**Run 1: routing congestion map**

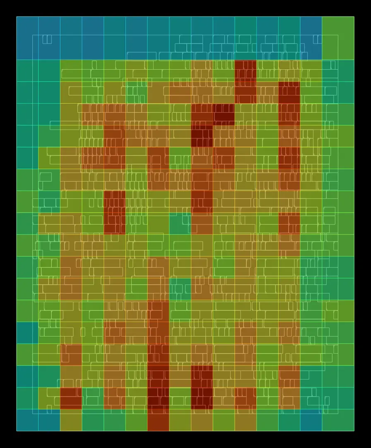
**Run 1: close-up of the layout**

Window x 70 to 90, y 23 to 43 um. Cells in grey, sequential cells in the stronger grey; small squares are vias.
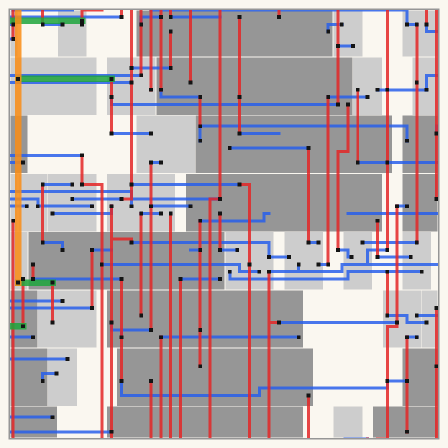
**Run 1: signal wires by layer**

Scale: 3 px per um.
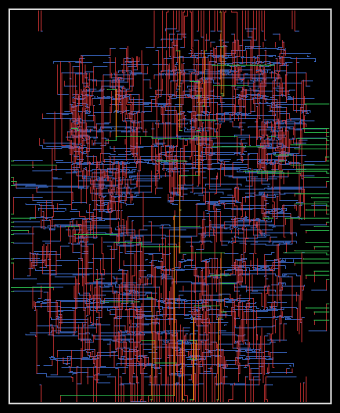
File: src/rtl/ahb_uart_bridge_master_pkg.sv
// Shared types and constants for the UART-to-AHB bridge master.
// State encoding, command/status bytes, AHB encodings, TX byte select.
package ahb_uart_bridge_master_pkg;

  typedef enum logic [2:0] {
    S_IDLE,
    S_GET_ADDR,
    S_GET_DATA,
    S_AHB_ADDR,
    S_AHB_DATA,
    S_SEND
  } state_t;

  localparam logic [7:0] DEF_CMD_WR = 8'hA5;
  localparam logic [7:0] DEF_CMD_RD = 8'h5A;
  localparam logic [7:0] DEF_RSP_OK = 8'hAC;
  localparam logic [7:0] DEF_RSP_ERR = 8'hEE;

  localparam logic [1:0] HTRANS_IDLE = 2'b00;
  localparam logic [1:0] HTRANS_NONSEQ = 2'b10;
  localparam logic [2:0] HSIZE_WORD = 3'b010;
  localparam logic [2:0] HBURST_SINGLE = 3'b000;
  localparam logic [3:0] HPROT_DATA = 4'b0011;

  // Response byte idx: 0 = status, 1..4 = read data MSB first.
  function automatic logic [7:0] rsp_byte(
    input logic [7:0]  st,
    input logic [31:0] d,
    input logic [2:0]  idx
  );
    logic [7:0] b;
    b = 8'h00;
    unique case (idx)
      3'd0: b = st;
      3'd1: b = d[31:24];
      3'd2: b = d[23:16];
      3'd3: b = d[15:8];
      3'd4: b = d[7:0];
      default: b = 8'h00;
    endcase
    return b;
  endfunction

endpackage

File: src/rtl/bridge_byte_shifter.sv
// Four-byte MSB-first deserialiser with a 2-bit byte counter.
// Ports: i_clr (sync clear), i_shift/i_byte in; o_word_nxt, o_last out.
module bridge_byte_shifter (
  input  logic        clk,
  input  logic        RSTn,
  input  logic        i_clr,
  input  logic        i_shift,
  input  logic [7:0]  i_byte,
  output logic [31:0] o_word_nxt,
  output logic        o_last
);

  logic [31:0] r_word;
  logic [1:0]  r_cnt;

  // Word including the byte being shifted in this cycle.
  assign o_word_nxt = {r_word[23:0], i_byte};
  assign o_last = i_shift && (r_cnt == 2'd3);

  always_ff @(posedge clk or negedge RSTn) begin
    if (!RSTn) begin
      r_word <= '0;
      r_cnt  <= '0;
    end else if (i_clr) begin
      r_word <= '0;
      r_cnt  <= '0;
    end else if (i_shift) begin
      r_word <= o_word_nxt;
      r_cnt  <= r_cnt + 2'd1;
    end
  end

endmodule

File: src/rtl/ahb_uart_bridge_master.sv
// UART byte stream to AHB-Lite single-word initiator (debug/loader).
// Ports: rx_* byte in, tx_* byte out, AHB-Lite master, busy.
module ahb_uart_bridge_master
  import ahb_uart_bridge_master_pkg::*;
#(
  parameter int unsigned TIMEOUT_CYC = 65535,
  parameter logic [7:0]  CMD_WR      = DEF_CMD_WR,
  parameter logic [7:0]  CMD_RD      = DEF_CMD_RD,
  parameter logic [7:0]  RSP_OK      = DEF_RSP_OK,
  parameter logic [7:0]  RSP_ERR     = DEF_RSP_ERR
) (
  input  logic        clk,
  input  logic        RSTn,
  input  logic [7:0]  rx_data,
  input  logic        rx_valid,
  output logic        rx_ready,
  output logic [7:0]  tx_data,
  output logic        tx_valid,
  input  logic        tx_ready,
  output logic [31:0] HADDR,
  output logic [1:0]  HTRANS,
  output logic        HWRITE,
  output logic [2:0]  HSIZE,
  output logic [2:0]  HBURST,
  output logic [3:0]  HPROT,
  output logic        HMASTLOCK,
  output logic [31:0] HWDATA,
  input  logic [31:0] HRDATA,
  input  logic        HREADY,
  input  logic        HRESP,
  output logic        busy
);

  localparam int GW = $clog2(TIMEOUT_CYC + 1);
  localparam logic [GW-1:0] GAP_MAX = GW'(TIMEOUT_CYC - 1);

  state_t r_state;
  state_t w_next;

  logic          r_rdy_en;
  logic          r_write;
  logic [31:2]   r_addr;
  logic [31:0]   r_wdata;
  logic [31:0]   r_rdata;
  logic [7:0]    r_status;
  logic [2:0]    r_tx_idx;
  logic [2:0]    r_tx_last;
  logic [GW-1:0] r_gap;

  logic        w_get;
  logic        w_acc;
  logic        w_is_cmd;
  logic        w_shift;
  logic        w_last;
  logic        w_timeout;
  logic [31:0] w_word_nxt;

  assign w_get = (r_state == S_GET_ADDR) ||
                 (r_state == S_GET_DATA);
  // Held low while in reset, enabled the first edge after.
  assign rx_ready = r_rdy_en &&
                    ((r_state == S_IDLE) || w_get);
  assign w_acc = rx_valid && rx_ready;
  assign w_is_cmd = (rx_data == CMD_WR) ||
                    (rx_data == CMD_RD);
  assign w_shift = w_acc && w_get;
  assign w_timeout = w_get && !w_acc &&
                     (r_gap == GAP_MAX);

  bridge_byte_shifter u_shift (
    .clk        (clk),
    .RSTn       (RSTn),
    .i_clr      (r_state == S_IDLE),
    .i_shift    (w_shift),
    .i_byte     (rx_data),
    .o_word_nxt (w_word_nxt),
    .o_last     (w_last)
  );

  assign HADDR     = {r_addr, 2'b00};
  assign HWRITE    = (r_state == S_AHB_ADDR) && r_write;
  assign HWDATA    = r_wdata;
  assign HSIZE     = HSIZE_WORD;
  assign HBURST    = HBURST_SINGLE;
  assign HPROT     = HPROT_DATA;
  assign HMASTLOCK = 1'b0;
  assign busy      = (r_state != S_IDLE);

  always_ff @(posedge clk or negedge RSTn) begin
    if (!RSTn) r_state <= S_IDLE;
    else       r_state <= w_next;
  end

  always_comb begin
    w_next   = r_state;
    HTRANS   = HTRANS_IDLE;
    tx_valid = 1'b0;
    tx_data  = 8'h00;
    unique case (r_state)
      S_IDLE: begin
        if (w_acc && w_is_cmd) w_next = S_GET_ADDR;
      end
      S_GET_ADDR: begin
        if (w_last)
          w_next = r_write ? S_GET_DATA : S_AHB_ADDR;
        else if (w_timeout)
          w_next = S_SEND;
      end
      S_GET_DATA: begin
        if (w_last)         w_next = S_AHB_ADDR;
        else if (w_timeout) w_next = S_SEND;
      end
      S_AHB_ADDR: begin
        HTRANS = HTRANS_NONSEQ;
        if (HREADY) w_next = S_AHB_DATA;
      end
      S_AHB_DATA: begin
        if (HREADY) w_next = S_SEND;
      end
      S_SEND: begin
        tx_valid = 1'b1;
        tx_data  = rsp_byte(r_status, r_rdata, r_tx_idx);
        if (tx_ready && (r_tx_idx == r_tx_last))
          w_next = S_IDLE;
      end
      default: w_next = S_IDLE;
    endcase
  end

  always_ff @(posedge clk or negedge RSTn) begin
    if (!RSTn) begin
      r_rdy_en  <= 1'b0;
      r_write   <= 1'b0;
      r_addr    <= '0;
      r_wdata   <= '0;
      r_rdata   <= '0;
      r_status  <= '0;
      r_tx_idx  <= '0;
      r_tx_last <= '0;
      r_gap     <= '0;
    end else begin
      r_rdy_en <= 1'b1;
      // Gap only runs mid-packet; any accepted byte restarts it.
      if (w_get && !w_acc) r_gap <= r_gap + 1'b1;
      else                 r_gap <= '0;
      if ((r_state == S_IDLE) && w_acc && w_is_cmd)
        r_write <= (rx_data == CMD_WR);
      if ((r_state == S_GET_ADDR) && w_last)
        r_addr <= w_word_nxt[31:2];
      if ((r_state == S_GET_DATA) && w_last)
        r_wdata <= w_word_nxt;
      if (w_timeout) begin
        r_status  <= RSP_ERR;
        r_tx_last <= 3'd0;
        r_tx_idx  <= 3'd0;
      end
      if ((r_state == S_AHB_DATA) && HREADY) begin
        r_tx_idx <= 3'd0;
        if (HRESP) begin
          r_status  <= RSP_ERR;
          r_tx_last <= 3'd0;
        end else begin
          r_status  <= RSP_OK;
          r_tx_last <= r_write ? 3'd0 : 3'd4;
          if (!r_write) r_rdata <= HRDATA;
        end
      end
      if ((r_state == S_SEND) && tx_ready)
        r_tx_idx <= r_tx_idx + 3'd1;
    end
  end

endmodule
File: config.mk
export PLATFORM = sky130hd
export DESIGN_NAME = ahb_uart_bridge_master
export DESIGN_NICKNAME = d
export VERILOG_FILES = /design/src/rtl/ahb_uart_bridge_master_pkg.sv /design/src/rtl/bridge_byte_shifter.sv /design/src/rtl/ahb_uart_bridge_master.sv
export SDC_FILE = /design/constraint.sdc
export NUM_CORES = 1
export LEC_CHECK = 0
export ABC_AREA = 1
export CAP_MARGIN = 25
export CORE_ASPECT_RATIO = 1.25
export CORE_MARGIN = 5
export CORE_UTILIZATION = 55
export CTS_BUF_LIST = sky130_fd_sc_hd__clkbuf_4
export DETAILED_ROUTE_END_ITERATION = 16
export GPL_TIMING_DRIVEN = 0
export PLACE_DENSITY = 0.85
export REMOVE_ABC_BUFFERS = 1
export SYNTH_ARGS = -nofsm -noshare
export SYNTH_HDL_FRONTEND = slang
export SYNTH_SLANG_ARGS = --single-unit
File: constraint.sdc
create_clock -name clk -period 3.6 [get_ports clk]
set_input_delay 0.72 -clock clk [delete_from_list [all_inputs] [get_ports clk]]
set_output_delay 0.72 -clock clk [all_outputs]
set_load 0.02 [all_outputs]
==> results.py, run 1 <==
# Generated from Yosys and OpenROAD reports
metrics = {
    "clock_network": {
        "cts_max_path_buffers": 2,
        "cts_made_buffers": 17,
        "cts.sink_count": 147,
        "cts-root-buf": "clkbuf_4",
        "clk_latency_ns": 0.52,
        "ctsHoldBuffers": 0,
        "clkTransAtPathRegs_ns": 0.11,
        "htree_levels": 4,
    },
    "synthesis": {
        "ys_sh_mux_pct": 0,
        "syn_inst": 698,
        "topCellsByArea": "dfrtp_1 (57%), nand2_1 (9.0%), o21ai_0 (6.0%), inv_1 (5.9%), o21ai_2 (4.1%)",
        "synth_top_cell_by_area": "dfrtp_1",
        "synth_cell_types": 37,
        "synthFlopType": "dfrtp_1",
        "syn_area_um2": 6430,
        "edf_count": 0,
        "ys_sh_aoi_pct": 15.3,
        "ys_cells": 698,
        "synthAdderAreaFrac_pct": 1.56,
        "ys_area_um2": 6430,
        "top_cell_area_share_pct": 57.2,
        "yosysMostFrequentCell": "nand2_1",
        "ys_async_sr_fraction_pct": 100,
        "simple_gate_area_share_pct": 15.5,
        "logic_family": "simple AND/OR/NAND/NOR gates",
        "xor_area_share_pct": 0.136,
    },
    "power_and_ir_drop": {
        "p_leak_nw": 3.71,
        "power.share.sequential_pct": 48.9,
        "powerDensity_nw_per_um2": 523,
        "power.group.top": "registers",
        "powerComb_w": 0.00102,
        "p_clk_w": 0.00112,
        "swShare_pct": 31.7,
        "ir_drop_mv": 0.293,
        "finalPower_w": 0.00418,
        "p_seq_w": 0.00204,
        "power.switching_w": 0.00132,
    },
    "setup_path": {
        "cp-endpoint": "tx_data[1]",
        "cp_data_required_time_ns": 2.88,
        "slowest_delay_ns": 0.61,
        "crit_start": "r_tx_idx[0]",
        "cp_top_family": "buffers and inverters",
        "r2r_start": "r_state[2]",
        "critPathKind": "reg -> out",
        "arrival_ns": 2.58,
        "regToRegSetupSlack_ns": 1.47,
        "timing.rr.end": "r_addr[23]",
        "crit_buf_inv": 2,
        "worstRegToRegCells": 8,
    },
    "layout": {
        "postLayoutCoreUtil_pct": 69.2,
        "layout_top_cells": "nand2_1 (154), dfrtp_1 (147), clkdlybuf4s50_1 (119)",
        "drive_above_1_share_pct": 10.0,
        "bufAreaShareNonClock_pct": 16.1,
        "sh_comb_area_pct": 26.9,
        "mostFrequentLayoutCell": "nand2_1",
        "design_area_um2": 8000,
        "sh_seq_area_pct": 46.0,
        "final-comb-area_um2": 2150,
        "antenna_cells": 1,
        "clockNetworkAreaShare_pct": 3.89,
        "finalNetCount": 871,
        "fill_cells": 892,
        "num-multi-input-gates": 422,
        "area_growth_syn_to_layout_pct": 24.3,
    },
    "drt": {
        "top_layer": "met4",
        "viasPerCell": 5.24,
        "drcViolationCount": 0,
        "totalWireLength_mm": 14.6,
        "m1WireLength_mm": 5.98,
        "drtPass1Iterations": 5,
        "met3_length_um": 650,
        "dr_wl_met2_mm": 7.58,
        "ant_nets": 0,
    },
    "job": {
        "maxCapViolations": 0,
        "warnings": 31,
    },
    "floorplan": {
        "fp_util_pct": 55.7,
        "die_h_um": 131,
        "chipArea_um2": 14000,
        "io_pins": 135,
        "dieWidth_um": 107,
        "coreArea_um2": 11600,
    },
    "sta": {
        "rsz0062_at_grt": "false",
        "slew_headroom_pct": 53.1,
        "final.setup_skew_ns": 0.0125,
        "finalCritPeriodShare_pct": 91.7,
        "finalSetupViolCount": 0,
        "tightest_slew_ns": 0.704,
        "max_freq_ghz": 0.303,
        "whs_ns": 0.0937,
        "hold_viol": 0,
        "min_period_ns": 3.30,
    },
    "place": {
        "place_hpwl_mm": 10.5,
        "gp_congestion": 0.860,
        "pre_cts_ws_ns": 0.570,
    },
    "global_routing": {
        "use_met3_pct": 5.01,
        "grt_pass1_wl_mm": 23.7,
        "met1_usage_pct": 25.8,
    },
    "status": {
        "status": "finished, final reports clean",
    },
}
-- 'routing congestion map' (at the start) --
gr usage total: 21.5%
Top Usage Layer GRT: met2

-- 'close-up of the layout' (at the start) --
| layer | colour |
|---|---|
| M3 | green |
| M4 | orange |
| M2 | red |
| M1 | blue |
sequential cells in the window: 8
cells with their middle in the window: 26
netlist names of flops here include: `u_shift.r_word` (5), `HWDATA` (2)
most frequent: dfrtp_1 (8), inv_1 (6)

-- 'signal wires by layer' (at the start) --
| layer | colour | wire length |
|---|---|---|
| M3 | green | 650 um |
| M2 | red | 7,580 um |
| M4 | orange | 357 um |
| M1 | blue | 5,980 um |

**Run 1: metal 4**

Scale: 3 px per um. Cells faint in the background.
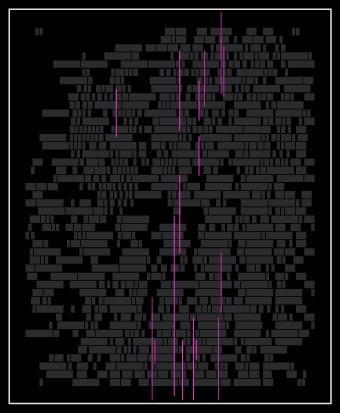

==> run 1 -> run 2 <==
- clock period: 3.6 -> 4.24 ns (I/O delays scaled with it)
**Run 2: metal 4**

Scale: 3 px per um. Cells faint in the background.
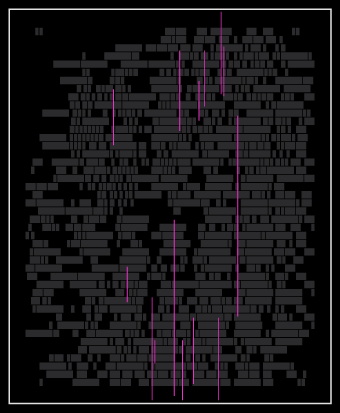
nets with wire on the layer: 12
share of all routed wire: 2.5%

**Run 2: routed clock nets over the placement**

Scale: 2 px per um.
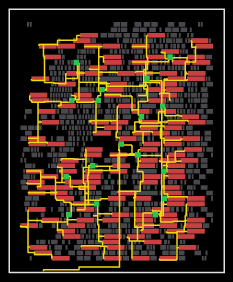
[flip-flops] red | count: 147
[clock wires] yellow | length: 1,610 um
[clock-net drivers] green | count: 17
routed clock nets: 18
flops lie: widely spread

==> run 2 against run 1 <==
  * Register-to-register slack improved by 0.64 ns
  * Die size is the same
  * Utilization barely moved
  * Clock skew grew 0.0011 ns
  * Worst setup slack better by 0.28 ns
  * Critical path depth down 2
  * Clock-buffer cell count is the same
  * Sequential cell count unchanged
  * Largest cell class unchanged
==> results.py, run 2 <==
# Generated from Yosys and OpenROAD reports
metrics = {
    "status": {
        "status": "finished, final reports clean",
    },
    "floorplan": {
        "die_h_um": 131,
        "fp_util_pct": 55.7,
        "coreArea_um2": 11600,
        "nWellTaps": 138,
        "chipArea_um2": 14000,
        "dieWidth_um": 107,
        "io_pins": 135,
    },
    "power_and_ir_drop": {
        "swShare_pct": 31.8,
        "p_clk_w": 0.000959,
        "p_leak_nw": 3.71,
        "power.share.sequential_pct": 48.8,
        "finalPower_w": 0.00356,
        "powerDensity_nw_per_um2": 445,
        "ir_drop_mv": 0.250,
        "power.group.top": "registers",
        "powerComb_w": 0.000861,
        "power.switching_w": 0.00113,
        "p_seq_w": 0.00174,
    },
    "clock_network": {
        "ctsHoldBuffers": 0,
        "clk_latency_ns": 0.53,
        "cts-root-buf": "clkbuf_4",
        "cts.sink_count": 147,
        "cts_made_buffers": 17,
        "cts_tree": "done",
        "post_cts.repair.setup_buffers": 0,
        "cts_max_path_buffers": 2,
        "clkTransAtPathRegs_ns": 0.11,
        "htree_levels": 4,
    },
    "drt": {
        "drcViolationCount": 0,
        "ant_nets": 0,
        "m1WireLength_mm": 5.88,
        "top_layer": "met4",
        "totalWireLength_mm": 14.6,
        "num_vias": 5084,
        "dr_wl_met2_mm": 7.61,
        "viasPerCell": 5.25,
        "drtPass1Iterations": 5,
        "met3_length_um": 740,
    },
    "layout": {
        "fill_cells": 894,
        "antenna_cells": 1,
        "sh_comb_area_pct": 26.8,
        "layout_top_cells": "nand2_1 (154), dfrtp_1 (147), clkdlybuf4s50_1 (119)",
        "area_growth_syn_to_layout_pct": 24.2,
        "mostFrequentLayoutCell": "nand2_1",
        "drive_above_1_share_pct": 9.89,
        "bufAreaShareNonClock_pct": 16.1,
        "final-comb-area_um2": 2150,
        "sh_seq_area_pct": 46.0,
        "num-multi-input-gates": 422,
        "finalNetCount": 871,
        "dominant_cells": "registers",
        "postLayoutCoreUtil_pct": 69.2,
        "clockNetworkAreaShare_pct": 3.90,
        "design_area_um2": 8000,
    },
    "place": {
        "pre_cts_ws_ns": 1.08,
        "gp_congestion": 0.860,
        "post_dp_cell_area_um2": 7640,
        "place_inst": 934,
        "portBuffers": 120,
        "place_hpwl_mm": 10.5,
    },
    "global_routing": {
        "grt_usage_pct": 21.5,
        "grt_pass1_wl_mm": 23.7,
        "grt_busiest_layer": "met2",
        "use_met3_pct": 5.01,
        "met1_usage_pct": 25.8,
    },
    "setup_path": {
        "crit_start": "r_state[0]",
        "crit_buf_inv": 3,
        "r2r_start": "r_state[2]",
        "regToRegSetupSlack_ns": 2.11,
        "path_cells": "inv_1 -> nor3_1 -> inv_1 -> a21oi_1 -> clkdlybuf4s50_1",
        "worstRegToRegCells": 8,
        "timing.rr.end": "r_addr[25]",
        "crit_path_end_kind": "output pin",
        "cp-endpoint": "tx_data[6]",
        "slowest_delay_ns": 0.64,
        "critPathKind": "reg -> out",
        "arrival_ns": 2.82,
        "cp_data_required_time_ns": 3.39,
        "cp_top_family": "buffers and inverters",
    },
    "synthesis": {
        "ys_area_um2": 6430,
        "yosysMostFrequentCell": "nand2_1",
        "syn_area_um2": 6430,
        "edf_count": 0,
        "ys_sh_aoi_pct": 15.3,
        "synthFlopType": "dfrtp_1",
        "ys_cells": 698,
        "ys_async_sr_fraction_pct": 100,
        "syn_inst": 698,
        "ys_sh_mux_pct": 0,
        "seq_area_frac_synth_pct": 57.2,
        "synthAdderAreaFrac_pct": 1.56,
        "synth_top_cell_by_area": "dfrtp_1",
        "logic_family": "simple AND/OR/NAND/NOR gates",
        "simple_gate_area_share_pct": 15.5,
        "top_cell_area_share_pct": 57.2,
        "synth_cell_types": 37,
        "topCellsByArea": "dfrtp_1 (57%), nand2_1 (9.0%), o21ai_0 (6.0%), inv_1 (5.9%), o21ai_2 (4.1%)",
        "xor_area_share_pct": 0.136,
    },
    "job": {
        "warnings": 31,
        "maxCapViolations": 0,
    },
    "sta": {
        "max_freq_ghz": 0.273,
        "rsz0062_at_grt": "false",
        "slew_headroom_pct": 52.8,
        "min_period_ns": 3.66,
        "whs_ns": 0.205,
        "hold_viol": 0,
        "fin_tns_setup_ns": 0,
        "final.setup_skew_ns": 0.0136,
        "tightest_slew_ns": 0.709,
        "finalCritPeriodShare_pct": 86.4,
        "finalSetupViolCount": 0,
    },
}
==> run 2 -> run 3 <==
- ABC_CLOCK_PERIOD_IN_PS: not set -> 4240
**Run 3: close-up of the layout**

Window x 70 to 90, y 23 to 43 um. Cells in grey, sequential cells in the stronger grey; small squares are vias.
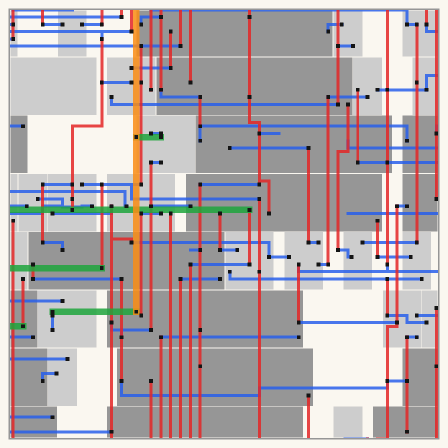
| layer | colour |
|---|---|
| M1 | blue |
| M2 | red |
| M4 | orange |
| M3 | green |
most frequent: dfrtp_1 (8), inv_1 (6)
sequential cells in the window: 8
netlist names of flops here include: `u_shift.r_word` (5), `HWDATA` (2)
cells with their middle in the window: 26

**Run 3: routed clock nets over the placement**

Scale: 2 px per um.
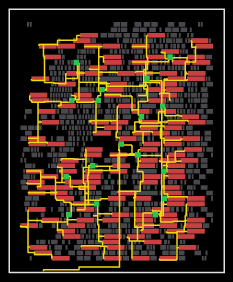
[clock wires] yellow | length: 1,610 um
[flip-flops] red | count: 147
[clock-net drivers] green | count: 17
flops lie: widely spread
routed clock nets: 18

==> run 3 against run 2 <==
  * Utilization is the same
  * Worst setup slack is the same
  * Die size is the same
  * Non-clock buffer count is the same
  * Highest routed layer unchanged
==> results.py, run 3 <==
# Generated from Yosys and OpenROAD reports
metrics = {
    "power_and_ir_drop": {
        "p_clk_w": 0.000959,
        "swShare_pct": 31.8,
        "ir_drop_mv": 0.250,
        "power.group.top": "registers",
        "p_seq_w": 0.00174,
        "finalPower_w": 0.00356,
        "power.share.sequential_pct": 48.8,
        "powerDensity_nw_per_um2": 445,
        "power.switching_w": 0.00113,
        "powerComb_w": 0.000861,
        "p_leak_nw": 3.71,
    },
    "drt": {
        "viasPerCell": 5.25,
        "dr_wl_met2_mm": 7.61,
        "drcViolationCount": 0,
        "ant_nets": 0,
        "top_layer": "met4",
        "drtPass1Iterations": 5,
        "m1WireLength_mm": 5.88,
        "met3_length_um": 740,
        "num_vias": 5084,
        "totalWireLength_mm": 14.6,
    },
    "sta": {
        "hold_viol": 0,
        "tightest_slew_ns": 0.709,
        "max_freq_ghz": 0.273,
        "whs_ns": 0.205,
        "finalSetupViolCount": 0,
        "slew_headroom_pct": 52.8,
        "final.setup_skew_ns": 0.0136,
        "min_period_ns": 3.66,
        "rsz0062_at_grt": "false",
        "finalCritPeriodShare_pct": 86.4,
        "fin_tns_setup_ns": 0,
    },
    "synthesis": {
        "synth_cell_types": 37,
        "synth_top_cell_by_area": "dfrtp_1",
        "logic_family": "simple AND/OR/NAND/NOR gates",
        "synthAdderAreaFrac_pct": 1.56,
        "syn_inst": 698,
        "syn_area_um2": 6430,
        "yosysMostFrequentCell": "nand2_1",
        "ys_async_sr_fraction_pct": 100,
        "seq_area_frac_synth_pct": 57.2,
        "topCellsByArea": "dfrtp_1 (57%), nand2_1 (9.0%), o21ai_0 (6.0%), inv_1 (5.9%), o21ai_2 (4.1%)",
        "xor_area_share_pct": 0.136,
        "ys_sh_aoi_pct": 15.3,
        "synthFlopType": "dfrtp_1",
        "edf_count": 0,
        "ys_cells": 698,
        "top_cell_area_share_pct": 57.2,
        "ys_area_um2": 6430,
        "simple_gate_area_share_pct": 15.5,
    },
    "floorplan": {
        "nWellTaps": 138,
        "die_h_um": 131,
        "coreArea_um2": 11600,
        "dieWidth_um": 107,
        "fp_util_pct": 55.7,
        "chipArea_um2": 14000,
    },
    "setup_path": {
        "regToRegSetupSlack_ns": 2.11,
        "r2r_start": "r_state[2]",
        "arrival_ns": 2.82,
        "path_cells": "inv_1 -> nor3_1 -> inv_1 -> a21oi_1 -> clkdlybuf4s50_1",
        "cp-endpoint": "tx_data[6]",
        "cp_num_cells": 5,
        "critPathKind": "reg -> out",
        "timing.rr.end": "r_addr[25]",
        "slowest_delay_ns": 0.64,
        "cp_data_required_time_ns": 3.39,
        "crit_start": "r_state[0]",
        "crit_buf_inv": 3,
        "cp_top_family": "buffers and inverters",
        "worstRegToRegCells": 8,
    },
    "clock_network": {
        "htree_levels": 4,
        "cts.sink_count": 147,
        "ctsHoldBuffers": 0,
        "clkTransAtPathRegs_ns": 0.11,
        "post_cts.repair.setup_buffers": 0,
        "cts_tree": "done",
        "cts-root-buf": "clkbuf_4",
        "cts_made_buffers": 17,
        "clk_latency_ns": 0.53,
        "cts_max_path_buffers": 2,
    },
    "layout": {
        "final-comb-area_um2": 2150,
        "drive_above_1_share_pct": 9.89,
        "area_growth_syn_to_layout_pct": 24.2,
        "mostFrequentLayoutCell": "nand2_1",
        "dominant_cells": "registers",
        "finalNetCount": 871,
        "num-multi-input-gates": 422,
        "clockNetworkAreaShare_pct": 3.90,
        "sh_comb_area_pct": 26.8,
        "fill_cells": 894,
        "layout_top_cells": "nand2_1 (154), dfrtp_1 (147), clkdlybuf4s50_1 (119)",
        "postLayoutCoreUtil_pct": 69.2,
        "design_area_um2": 8000,
        "bufAreaShareNonClock_pct": 16.1,
        "sh_seq_area_pct": 46.0,
        "antenna_cells": 1,
    },
    "job": {
        "maxCapViolations": 0,
        "warnings": 31,
    },
    "place": {
        "place_hpwl_mm": 10.5,
        "gp_congestion": 0.860,
        "pre_cts_ws_ns": 1.08,
        "place_inst": 934,
        "post_dp_cell_area_um2": 7640,
        "portBuffers": 120,
    },
    "global_routing": {
        "use_met3_pct": 5.01,
        "grt_usage_pct": 21.5,
        "met1_usage_pct": 25.8,
        "grt_busiest_layer": "met2",
        "grt_pass1_wl_mm": 23.7,
    },
    "status": {
        "status": "finished, final reports clean",
    },
}
